run_1/io_fan.png
Bar = 20 um.
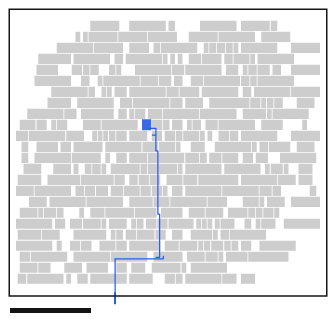
run_1/layer_met2.png
Cells faint in the background.
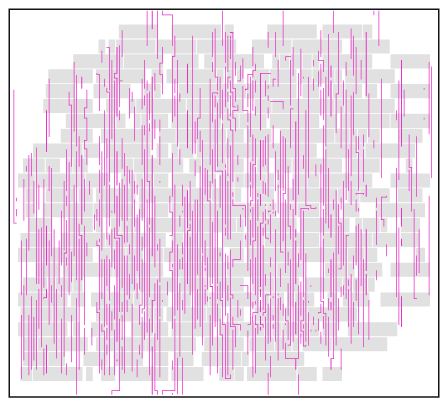
run_1/congestion.png
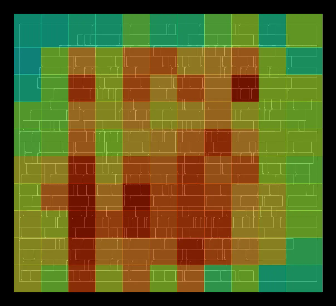
[config.mk]
export PLATFORM = sky130hd
export DESIGN_NAME = bcd_to_binary_ten_bit_seq
export DESIGN_NICKNAME = d
export VERILOG_FILES = /design/src/rtl/bcd_pkg.sv /design/src/rtl/bcd_to_binary_ten_bit_seq_sub3.sv /design/src/rtl/bcd_to_binary_ten_bit_seq.sv
export SDC_FILE = /design/constraint.sdc
export NUM_CORES = 1
export LEC_CHECK = 0
export CORE_ASPECT_RATIO = 0.9
export CORE_UTILIZATION = 51
export DETAILED_ROUTE_END_ITERATION = 12
export GPL_ROUTABILITY_DRIVEN = 0
export PLACE_DENSITY = 0.8
export SLEW_MARGIN = 20
export SYNTH_ARGS = -nofsm -noshare
export SYNTH_HDL_FRONTEND = slang
export SYNTH_SLANG_ARGS = --single-unit
[constraint.sdc]
create_clock -name clk -period 1.5 [get_ports clk]
set_clock_uncertainty 0.05 [all_clocks]
set_input_delay 0.45 -clock clk [delete_from_list [all_inputs] [get_ports clk]]
set_output_delay 0.45 -clock clk [all_outputs]
set_load 0.1 [all_outputs]
[src/rtl/bcd_pkg.sv]
// Shared constants for the iterative BCD-to-binary converter: state codes,
// work-register field layout and the input legality check.
package bcd_pkg;

    localparam int BIN_W         = 10;
    localparam int MAX_VAL       = 1023;
    localparam int BCD_DIGIT_MAX = 9;
    localparam int CNT_W         = $clog2(BIN_W);

    // Work register: {thousands, hundreds, tens, ones, binary accumulator}
    localparam int WORK_W        = BIN_W + 13;
    localparam int ONES_LSB      = BIN_W;
    localparam int TENS_LSB      = BIN_W + 4;
    localparam int HUNDREDS_LSB  = BIN_W + 8;
    localparam int THOUSANDS_BIT = BIN_W + 12;

    localparam logic [0:0] ST_IDLE  = 1'b0;
    localparam logic [0:0] ST_SHIFT = 1'b1;

    // A digit above 9, or a decimal value above MAX_VAL, cannot be converted.
    function automatic logic bcd_invalid(
        input logic       thousands,
        input logic [3:0] hundreds,
        input logic [3:0] tens,
        input logic [3:0] ones
    );
        logic [10:0] value;
        logic        bad_digit;
        bad_digit = (hundreds > 4'(BCD_DIGIT_MAX)) ||
                    (tens     > 4'(BCD_DIGIT_MAX)) ||
                    (ones     > 4'(BCD_DIGIT_MAX));
        value = 11'(thousands) * 11'd1000 + 11'(hundreds) * 11'd100 +
                11'(tens) * 11'd10 + 11'(ones);
        return bad_digit || (value > 11'(MAX_VAL));
    endfunction

endpackage

[src/rtl/bcd_to_binary_ten_bit_seq_sub3.sv]
// Per-digit correction for reverse double dabble: a nibble that landed at 8
// or above after the right shift gets 3 removed.
module sub3 (
    input  logic [3:0] nibble,
    output logic [3:0] fixed
);

    always_comb begin
        fixed = (nibble >= 4'd8) ? (nibble - 4'd3) : nibble;
    end

endmodule

[src/rtl/bcd_to_binary_ten_bit_seq.sv]
// Iterative 4-digit BCD (0..1023) to 10-bit binary converter; one shift per
// clock, result and error flag presented with a one-cycle done pulse.
module bcd_to_binary_ten_bit_seq
    import bcd_pkg::*;
(
    input  logic             clk,
    input  logic             rst_n,
    input  logic             start,
    input  logic [3:0]       ones,
    input  logic [3:0]       tens,
    input  logic [3:0]       hundreds,
    input  logic             thousands,
    output logic             ready,
    output logic             done,
    output logic             err,
    output logic [BIN_W-1:0] bin
);

    logic [0:0]        state_reg;
    logic [WORK_W-1:0] work_reg;
    logic [WORK_W-1:0] work_shifted;
    logic [WORK_W-1:0] work_next;
    logic [CNT_W-1:0]  count_reg;
    logic              err_pend_reg;
    logic              done_reg;
    logic              err_reg;
    logic [BIN_W-1:0]  bin_reg;
    logic              input_bad;
    logic [3:0]        digit_fixed [3];

    assign work_shifted = work_reg >> 1;

    genvar gi;
    generate
        for (gi = 0; gi < 3; gi++) begin : g_sub3
            sub3 u_sub3 (
                .nibble (work_shifted[ONES_LSB + 4*gi +: 4]),
                .fixed  (digit_fixed[gi])
            );
        end
    endgenerate

    always_comb begin
        work_next = {work_shifted[THOUSANDS_BIT], digit_fixed[2], digit_fixed[1],
                     digit_fixed[0], work_shifted[BIN_W-1:0]};
    end

    assign input_bad = bcd_invalid(thousands, hundreds, tens, ones);

    always_ff @(posedge clk or negedge rst_n) begin
        if (!rst_n) begin
            state_reg    <= ST_IDLE;
            work_reg     <= '0;
            count_reg    <= '0;
            err_pend_reg <= 1'b0;
            done_reg     <= 1'b0;
            err_reg      <= 1'b0;
            bin_reg      <= '0;
        end else begin
            done_reg <= 1'b0;

            // An invalid request was noted at the accept edge; report it now.
            if (err_pend_reg) begin
                done_reg     <= 1'b1;
                err_reg      <= 1'b1;
                bin_reg      <= '0;
                err_pend_reg <= 1'b0;
            end

            case (state_reg)
                ST_IDLE: begin
                    if (start) begin
                        if (input_bad) begin
                            err_pend_reg <= 1'b1;
                        end else begin
                            work_reg  <= {thousands, hundreds, tens, ones, {BIN_W{1'b0}}};
                            count_reg <= '0;
                            state_reg <= ST_SHIFT;
                        end
                    end
                end
                ST_SHIFT: begin
                    work_reg  <= work_next;
                    count_reg <= count_reg + CNT_W'(1);
                    if (count_reg == CNT_W'(BIN_W - 1)) begin
                        bin_reg   <= work_next[BIN_W-1:0];
                        done_reg  <= 1'b1;
                        err_reg   <= 1'b0;
                        state_reg <= ST_IDLE;
                    end
                end
                default: state_reg <= ST_IDLE;
            endcase
        end
    end

    assign ready = (state_reg == ST_IDLE);
    assign done  = done_reg;
    assign err   = err_reg;
    assign bin   = bin_reg;

endmodule

==> impl_metrics.json, run 1 <==
{
  "hold_slack_ps": 69.20,
  "wl_met2_mm": 4.063,
  "final_design_area_no_fill_sq_um": 3914,
  "regToRegSetupSlack_ps": -50,
  "ys_ff": 40,
  "fp-utilization_pct": 54.12,
  "grtUsageMet3_pct": 4.903,
  "worstPathRequired_ps": 1660,
  "area_growth_pct": 46.85,
  "yosys.area_share.adder_pct": 25.73,
  "overflow": 0,
  "rsz0062_at_grt": "true",
  "wire_per_inst_um": 20.17,
  "leakage_nw": 1.773,
  "crit_slowest_cell": "fa_2",
  "rr_startpoint": "state_reg",
  "setup_viol": 28,
  "wl_met3_um": 437,
  "max_freq_mhz": 268.6,
  "clkTransAtPathRegs_ps": 80,
  "dpl_cell_area_sq_um": 3436,
  "cts_buffer_depth": 2,
  "ys_cells": 250,
  "fin_tns_setup_ps": -59320,
  "num_io_pins": 29,
  "ys_seq_share_pct": 37.56,
  "hold_viol_final": 0,
  "warning_count": 43,
  "die_w_um": 78.20,
  "syn_area_per_cell_sq_um": 10.66,
  "met1_length_mm": 2.967,
  "cpPeakStageDelay_ps": 610,
  "synth_xor_xnor_area_share_pct": 4.789,
  "drive_gt1_share_pct": 37.66,
  "synth_area_sq_um": 2665,
  "period_needed_ps": 3723,
  "yosys_warnings": 0,
  "r2r-end": "work_reg[10]",
  "drtAntennaViolNets": 0,
  "yosysUniqueCellTypes": 37,
  "syn_inst": 250,
  "synth_simple_gate_area_share_pct": 10.09,
  "min_period_over_period_pct": 248.2,
  "setup.worst_path.end": "work_reg[19]",
  "firstDrtPassIters": 5,
  "grtUsageTotal_pct": 27.48,
  "fp_nets": 316,
  "post-cts-setup-buffers": 7,
  "final_max_slew_viol_count": 0,
  "die-area_sq_um": 5519,
  "portBuffers": 28,
  "grt_max_degree": 41,
  "vias": 2228,
  "antenna_found_initial": 0,
  "violations": "negative setup slack",
  "numCtsBuffers": 5,
  "critical-path-top-delay-family": "adder cells",
  "crit_type": "in2reg",
  "grt_pass1_vias": 2279,
  "clock_sinks": 40,
  "synth_chip_area_sq_um": 2665,
  "crit_path_end_kind": "flip-flop",
  "dr.first_iter.drc_count": 234,
  "dp.cells": 360,
  "use_met1_pct": 35.26,
  "path_buffers": 3,
  "fin_cells": 381,
  "clockRootBuffer": "clkbuf_8",
  "maxUsedRoutingLayer": "met4",
  "drv_cap": 0,
  "htreeDepth": 2,
  "fin_ws_ps": -2223,
  "crit_cells": 15,
  "largest_reg_flops": 22,
  "layout_top_cell": "dfrtp_1",
  "worstHoldPathType": "in2async",
  "final_layout_top_logic_cells": "dfrtp_1 (40), buf_4 (29), ha_1 (24), inv_1 (21)",
  "drc": 0,
  "wl_mm": 7.686,
  "cts_hold_buf": 0,
  "status": "finished with violations",
  "antennaDiodeCount": 0,
  "viasPerCell": 5.848
}
Back to the opening pictures, io_fan.png:
[ready] blue | bits: 1 | direction: output | end cells: 1 | buffers: 1 | wire: 57.9 um

Back to the opening pictures, layer_met2.png:
share of all routed wire: 53%
longest straight run: 29.2 um

Back to the opening pictures, congestion.png:
global routing's busiest layer: met2
M2 GR Usage: 45.71%

## run 1: where the power goes
group | internal [mW] | switching [mW] | total, mW | leakage (nW)
Combinational | 2.22 | 2.50 | 4.72 | 1.22
Sequential | 1.53 | 0.494 | 2.02 | 0.510
Clock | 0.315 | 0.380 | 0.695 | 0.0400
## run 1: layout make-up
class                           instances  area (sq um)  share of cell area (%)
Multi-Input combinational cell        178          1843                   47.09
Sequential cell                        40          1001                   25.58
Timing Repair Buffer                   67         802.0                   20.49
Inverter                               24         105.1                   2.685
Tap cell                               65         81.33                   2.078
Clock buffer                            5         68.82                   1.758
Clock inverter                          2         12.51                  0.3197
## run 1: worst reg2reg max path: stages (launching register included)
cell and delay [ps]:
dfrtp_1 390, buf_4 270, a31oi_4 80, buf_6 160
buf_12 130, a221o_2 350
## run 1: Yosys cell counts, drive strengths merged
master / n / share of area, %
a21oi: 8 / 1.5
mux2i: 3 / 1.1
a41oi: 1 / 0.33
nand4: 2 / 0.47
xnor2: 8 / 2.6
xor2: 4 / 1.3
o211ai: 3 / 0.85
nor2: 12 / 1.7
nor2b: 4 / 0.94
nor3: 1 / 0.19
nand3: 1 / 0.19
or3: 1 / 0.42
xnor3: 1 / 0.85
buf: 3 / 1.1
a31oi: 2 / 1.0
a22o: 10 / 3.3
fa: 8 / 6.0
clkbuf: 6 / 0.85
and2: 1 / 0.28
a221o: 6 / 2.3
ha: 42 / 20
or2: 1 / 0.23
nand2: 19 / 2.7
dfrtp: 40 / 38
o2bb2ai: 1 / 0.33
nand2b: 10 / 2.3
a221oi: 3 / 0.99
and4: 1 / 0.42
inv: 24 / 3.4
and3: 1 / 0.23
o21ai: 21 / 3.9
a21o: 1 / 0.28
mux2: 1 / 0.42
run_1/layer_met1.png
Supply wires on this layer in grey. Cells faint in the background.
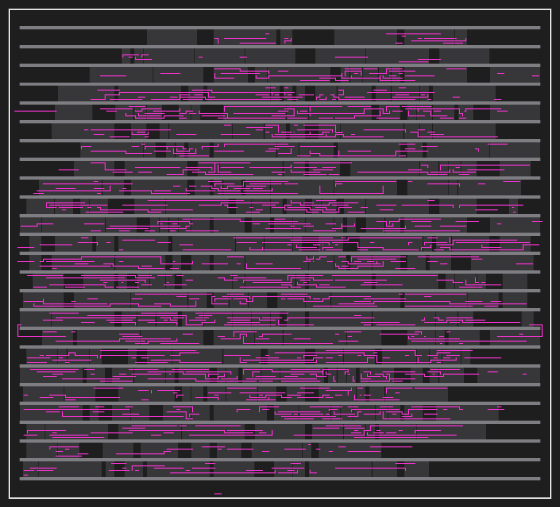

## Run 2: what changed since run 1
==> constraint.sdc (replaced) <==
create_clock -name clk -period 1.5 [get_ports clk]
set_clock_uncertainty 0.05 [all_clocks]
set_input_delay 0.225 -clock clk [delete_from_list [all_inputs] [get_ports clk]]
set_output_delay 0.225 -clock clk [all_outputs]
set_load 0.1 [all_outputs]
run_2/layer_met1.png
Supply wires on this layer in grey. Cells faint in the background.
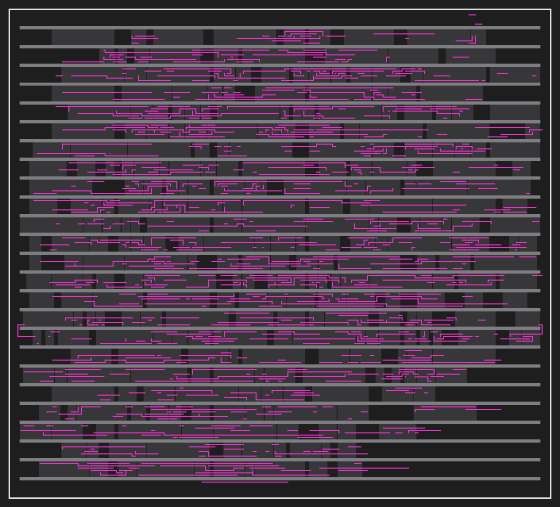
main direction: horizontal
wire length on this layer: 3070 um

run_2/congestion.png
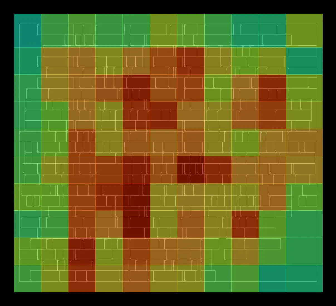
M1 GR Usage: 34.30%
M2 GR Usage: 43.18%
post-layout util: 79.70%
drt wl/cell: 19.29 um
Total GRT Usage: 25.76%

==> impl_metrics.json, run 2 <==
{
  "violations": "negative setup slack",
  "max_freq_mhz": 290.5,
  "status": "finished with violations",
  "fp-utilization_pct": 54.12,
  "syn_inst": 250,
  "synth_chip_area_sq_um": 2665,
  "ys_ff": 40,
  "fin_ws_ps": -1943,
  "leakage_nw": 1.829,
  "synth_xor_xnor_area_share_pct": 4.789,
  "wl_mm": 7.446,
  "antennaDiodeCount": 0,
  "firstDrtPassIters": 4,
  "vias": 2202,
  "dr.first_iter.drc_count": 166,
  "final_layout_top_logic_cells": "dfrtp_1 (40), buf_4 (34), ha_1 (24), inv_1 (21)",
  "drtAntennaViolNets": 0,
  "drv_cap": 0,
  "drc": 0,
  "antenna_found_initial": 0,
  "yosysTopAreaCell": "dfrtp_1",
  "dp.cells": 364,
  "ff_type": "dfrtp_1",
  "top_cells_by_count": "ha_1 (42), dfrtp_1 (40), inv_1 (24), o21ai_0 (21), nand2_1 (19)",
  "overflow": 0,
  "rsz0062_at_grt": "true",
  "synth_area_sq_um": 2665,
  "worstPathRequired_ps": 1610,
  "r2r-end": "state_reg",
  "die-area_sq_um": 5519,
  "die_w_um": 78.20,
  "rr_startpoint": "count_reg[1]",
  "fp_nets": 316,
  "area_growth_pct": 47.28,
  "numCtsBuffers": 5,
  "syn_area_per_cell_sq_um": 10.66,
  "largest_reg_flops": 22,
  "yosys_warnings": 0,
  "htreeDepth": 2,
  "regToRegSetupSlack_ps": -110,
  "synth_simple_gate_area_share_pct": 10.09,
  "cts_buffer_depth": 2,
  "most_common_cell": "ha_1",
  "layout_top_cell": "dfrtp_1",
  "period_needed_ps": 3443,
  "synthArstFlopShare_pct": 100.0,
  "yosys.area_share.adder_pct": 25.73,
  "area_leaders": "dfrtp_1 (38%), ha_1 (20%), fa_1 (6.0%), o21ai_0 (3.9%), inv_1 (3.4%)",
  "clockRootBuffer": "clkbuf_8",
  "setup_viol": 38,
  "warning_count": 43,
  "ys_cells": 250
}
[run 2: netlist changes by cell type in the layout (fill, tap and decap cells not counted), sizes merged]
cell	previous run	this run
clkinvlp	1	0
clkinv	1	3
dlygate4sd3	0	1
buf	57	60
[run 2: per-stage QoR]
stage | hold slack, ps | setup TNS (ps) | area (sq um)
2_1_floorplan | -120.6 | -52730 | 2781
3_3_place_gp | 255.7 | -71420 | 3453
3_5_place_dp | 261.6 | -74520 | 3453
4_1_cts | 322.5 | -53260 | 3762
5_1_grt | 293.7 | -54790 | 3925
6_report | 271.2 | -51670 | 3925
[run 2: cells by family after synthesis]
family,count (synthesis)
XOR/XNOR,13
multiplexers,4
AND/OR/NAND/NOR,54
AND-OR/OR-AND,56
buffers and inverters,33
adder cells (fa/ha/maj),50
flip-flops,40
[run 2: power breakdown]
part           switching, mW  internal, mW
Combinational           2.46          2.02
Sequential             0.541          1.53
Clock                  0.373         0.324
[run 2: repair_timing]
item	CTS	global route
resized	45	67
buffers inserted	5	9
cloned	2	1
endpoints found under the hold margin	40	0
pin swaps	27	29
setup endpoints to repair	29	39
hold buffers	1	0
[run 2: cell type report]
type,instances,area [sq um]
clock buffer,5,68.82
clock inverter,3,18.77
fill,283,999.7
inverter,24,107.6
multi-input combinational,178,1889
sequential,40,1001
tap,65,81.33
timing repair buffer,71,758.2
[run 2: worst max-delay path: stages]
cell	delay (ps)
buf_4	130
inv_4	50
ha_4	200
ha_4	160
fa_2	460
fa_2	600
ha_4	210
ha_4	240
a21oi_2	130
o21ai_2	90
buf_4	150
o21ai_4	230
a31oi_4	160
buf_6	170
a221o_1	350
[run 2: metal layers]
metal,GRT usage (%),vias up,wire [um]
met3,4.903,20,339
met4,7.407,0,214
met5,0,-,0
met1,34.30,1105,3070
met2,43.18,72,3822
li1,-,1005,-
No activity file was given, so power comes from the tool's default toggle rates.
